Figure 1. Drive-strength map.
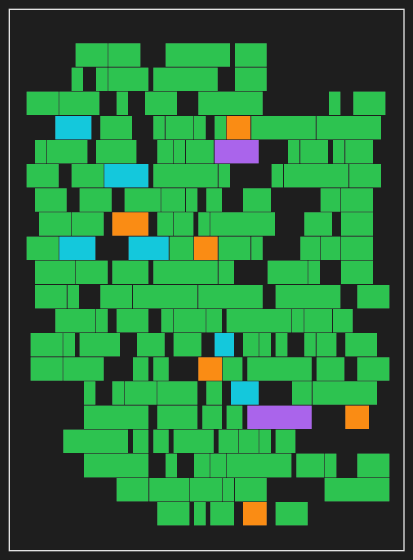
Figure 2. A small window of the routed layout.
Region (0, 3) to (25, 28) µm. Cells in grey, sequential cells in the stronger grey; small squares are vias.
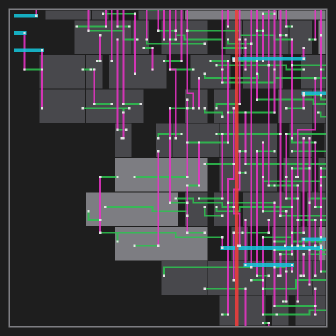
Design logic_pipe_stage, sky130hd; sources not shown.
==> flow_summary.html <==
<h2>Synthesis and place &amp; route</h2>
<table>
<tr><th>Metric</th><th>Value</th></tr>
<tr><th colspan="2">Route</th></tr>
<tr><td>Sum of routed wire length over all layers</td><td>2450 µm</td></tr>
<tr><td>Number of remaining DRC errors</td><td>2</td></tr>
<tr><td>Number of DRC violations after detailed-routing iteration 0</td><td>45</td></tr>
<tr><td>Detail-routed net length per standard cell</td><td>13.5 µm</td></tr>
<tr><td>Routed Antenna Nets</td><td>0</td></tr>
<tr><td>Total via count after detailed routing</td><td>1051</td></tr>
<tr><td>Post-detailed-route via-to-cell ratio</td><td>5.81</td></tr>
<tr><th colspan="2">Layout</th></tr>
<tr><td>End-of-flow core utilization</td><td>0.684</td></tr>
<tr><td>Layout cells sized above 1</td><td>0.0881</td></tr>
<tr><td>Antenna diode count</td><td>0</td></tr>
<tr><th colspan="2">Global route</th></tr>
<tr><td>Antenna violations before repair</td><td>0</td></tr>
<tr><td>Pin count of the biggest net entering global routing</td><td>23</td></tr>
<tr><td>Global-route usage over all layers</td><td>0.216</td></tr>
<tr><td>Via count of the first global-routing pass</td><td>1080</td></tr>
<tr><th colspan="2">Yosys</th></tr>
<tr><td>Yosys cell types</td><td>32</td></tr>
<tr><td>Number of cells in the yosys synthesis report</td><td>132</td></tr>
<tr><td>Arithmetic-cell share of the synthesized area counting full adders, half adders and majority gates</td><td>0.136</td></tr>
<tr><td>Fraction of the yosys area taken by sequential cells</td><td>0.335</td></tr>
<tr><td>Top cells by area</td><td>sky130_fd_sc_hd__dfxtp_1 34%, sky130_fd_sc_hd__ha_1 14%, sky130_fd_sc_hd__mux2i_1 9.2%</td></tr>
<tr><td>Count of synthesis-stage warnings from yosys</td><td>0</td></tr>
<tr><td>Number of flops mapped to enable cells by yosys</td><td>0</td></tr>
<tr><td>Fraction of post-synthesis cell area in the top cell type by area</td><td>0.335</td></tr>
<tr><td>Most instantiated cells after synthesis</td><td>20 x sky130_fd_sc_hd__dfxtp_1, 15 x sky130_fd_sc_hd__nor2_1, 13 x sky130_fd_sc_hd__ha_1</td></tr>
<tr><td>Synthesis-stage register bit count</td><td>20</td></tr>
<tr><td>Area leader, netlist</td><td>sky130_fd_sc_hd__dfxtp_1</td></tr>
<tr><td>Post-synthesis chip area from yosys</td><td>0.00119 mm²</td></tr>
<tr><td>Multiplexer fraction of the synthesized cell area</td><td>0.141</td></tr>
<tr><td>Yosys aoi share</td><td>0.0932</td></tr>
<tr><td>Post-synth top flop</td><td>sky130_fd_sc_hd__dfxtp_1</td></tr>
<tr><td>Net Count, Synth</td><td>159</td></tr>
<tr><td>Most repeated cell in the gate-level netlist after synthesis</td><td>sky130_fd_sc_hd__dfxtp_1</td></tr>
<tr><td>Xor/xnor cell area share of the yosys netlist</td><td>0.0513</td></tr>
<tr><td>Syn Std Cell Area</td><td>0.00119 mm²</td></tr>
<tr><th colspan="2">Setup path</th></tr>
<tr><td>CP endpoint kind</td><td>output pin</td></tr>
<tr><td>Delay of the slowest cell on the worst path</td><td>1170 ps</td></tr>
<tr><td>Classification of the worst setup path</td><td>reg2out</td></tr>
<tr><td>Worst path top cell family by delay</td><td>buffers and inverters</td></tr>
<tr><td>CP cell instances</td><td>clkdlybuf4s50_1</td></tr>
<tr><td>Worst-case reg-to-reg path depth</td><td>5</td></tr>
<tr><td>Slowest stage cell, crit path</td><td>sky130_fd_sc_hd__clkdlybuf4s50_1</td></tr>
<tr><td>Critical path depth</td><td>1</td></tr>
<tr><td>Type of origin of the critical path</td><td>flop</td></tr>
<tr><th colspan="2">Final timing</th></tr>
<tr><td>Final setup violation count</td><td>0</td></tr>
<tr><td>Maximum frequency from static timing analysis</td><td>388 MHz</td></tr>
<tr><td>Post-route minimum period</td><td>2580 ps</td></tr>
<tr><td>Count of final max-slew check failures</td><td>0</td></tr>
<tr><td>Setup Total Neg Slack</td><td>0 ps</td></tr>
<tr><td>Post-route clock period utilization</td><td>0.747</td></tr>
<tr><th colspan="2">Run status</th></tr>
<tr><td>Violated checks</td><td>DRC</td></tr>
<tr><td>Result of the run</td><td>finished, violations left</td></tr>
<tr><th colspan="2">Floorplanning</th></tr>
<tr><td>Area of the chip</td><td>0.00270 mm²</td></tr>
<tr><td>Number of top-level design ports</td><td>29</td></tr>
<tr><td>Vertical die size</td><td>60.8 µm</td></tr>
<tr><td>Initial standard-cell utilization of the core</td><td>0.537</td></tr>
<tr><td>Area of the placeable core</td><td>0.00223 mm²</td></tr>
<tr><th colspan="2">Clock network</th></tr>
<tr><td>Number of levels the H-tree was split into</td><td>1</td></tr>
<tr><td>Clock network latency to the later pin of the worst-skew pair</td><td>300 ps</td></tr>
<tr><td>Total CTS buffers</td><td>3</td></tr>
<tr><td># resized after CTS</td><td>0</td></tr>
<tr><th colspan="2">Worst hold path</th></tr>
<tr><td>Worst hold path depth</td><td>2</td></tr>
<tr><th colspan="2">Pwr</th></tr>
<tr><td>Worst vdd ir</td><td>0.218 mV</td></tr>
<tr><th colspan="2">Place</th></tr>
<tr><td>Port bufs</td><td>28</td></tr>
</table>
## Picture notes: Figure 1
| colour | size | cells |
|---|---|---|
| orange | x3 and x4 | 6 |
| green | x1 and smaller | 145 |
| purple | x6 and larger | 2 |
| cyan | x2 | 6 |
Non-clk bufs: 29
final critical-path setup slack: 873 ps
Final Cell Area: 0.00152 mm²

## Picture notes: Figure 2
| colour | layer |
|---|---|
| red | M4 |
| cyan | M3 |
| green | M1 |
| magenta | M2 |
cells with their middle in the window: 41
most frequent: ha_1 (7), inv_1 (5)
sequential cells in the window: 3

[metal layers]
metal	track usage	part of all wire	vias up
met2	0.420	0.58	39
met3	0.0179	0.033	2
met1	0.219	0.38	493
met5	0	0	-
met4	0.121	0.013	0
li1	-	-	517
[tightest hold or removal path, stage by stage (launching register included)]
cell                      delay, ps
sky130_fd_sc_hd__dfxtp_1        330
sky130_fd_sc_hd__nand3_1         60
sky130_fd_sc_hd__a21oi_1         60
[cells in the final DEF, fill, tap and decap left out, drive strengths merged]
cell           count
clkbuf             4
inv               10
o21bai             1
xnor2              1
nor2              15
and2               1
a311oi             2
a221o              1
nand3              8
buf                3
or4                1
mux2i             12
o21ai              1
a32oi              2
ha                13
clkdlybuf4s50     26
nand4              5
and3               4
xor2               6
mux2               4
nor2b              1
a211oi             2
nand2b             1
a21oi              5
nand2              8
a31o               1
nand3b             1
dfxtp             20
[power by group]
group,internal (µW),switching (µW),total (µW)
Clock,64.4,69.6,134
Combinational,79.3,160,239
Sequential,246,14.9,261
[logic make-up (layout without fill, tap and decap cells)]
family	after synthesis	in the layout
mux	16	16
fa+ha+maj	13	13
compound gates	15	15
flops	20	20
buf+inv	16	43
simple gates	45	45
xor+xnor	7	7
[stage by stage]
| stage | area [µm²] | power [µW] | setup WS (ps) | cells | hold slack (ps) |
|---|---|---|---|---|---|
| 4_1_cts | 1520 | 638 | 858 | 181 | 493 |
| 2_1_floorplan | 1200 | 443 | 499 | 132 | 449 |
| 3_3_place_gp | 1490 | 496 | 863 | 177 | 464 |
| 5_1_grt | 1520 | 668 | 796 | 181 | 517 |
| 6_report | 1520 | 634 | 873 | 181 | 489 |
| 3_5_place_dp | 1490 | 505 | 806 | 177 | 479 |
[area by class of cell]
cell class	count	area (µm²)	share of cell area
clock buffer	4	36.3	0.0238
tap	22	27.5	0.0181
inverter	10	37.5	0.0246
sequential	20	400	0.263
multi-input combinational	96	727	0.477
timing repair buffer	29	295	0.194
Power is estimated from default activity; no workload was simulated.
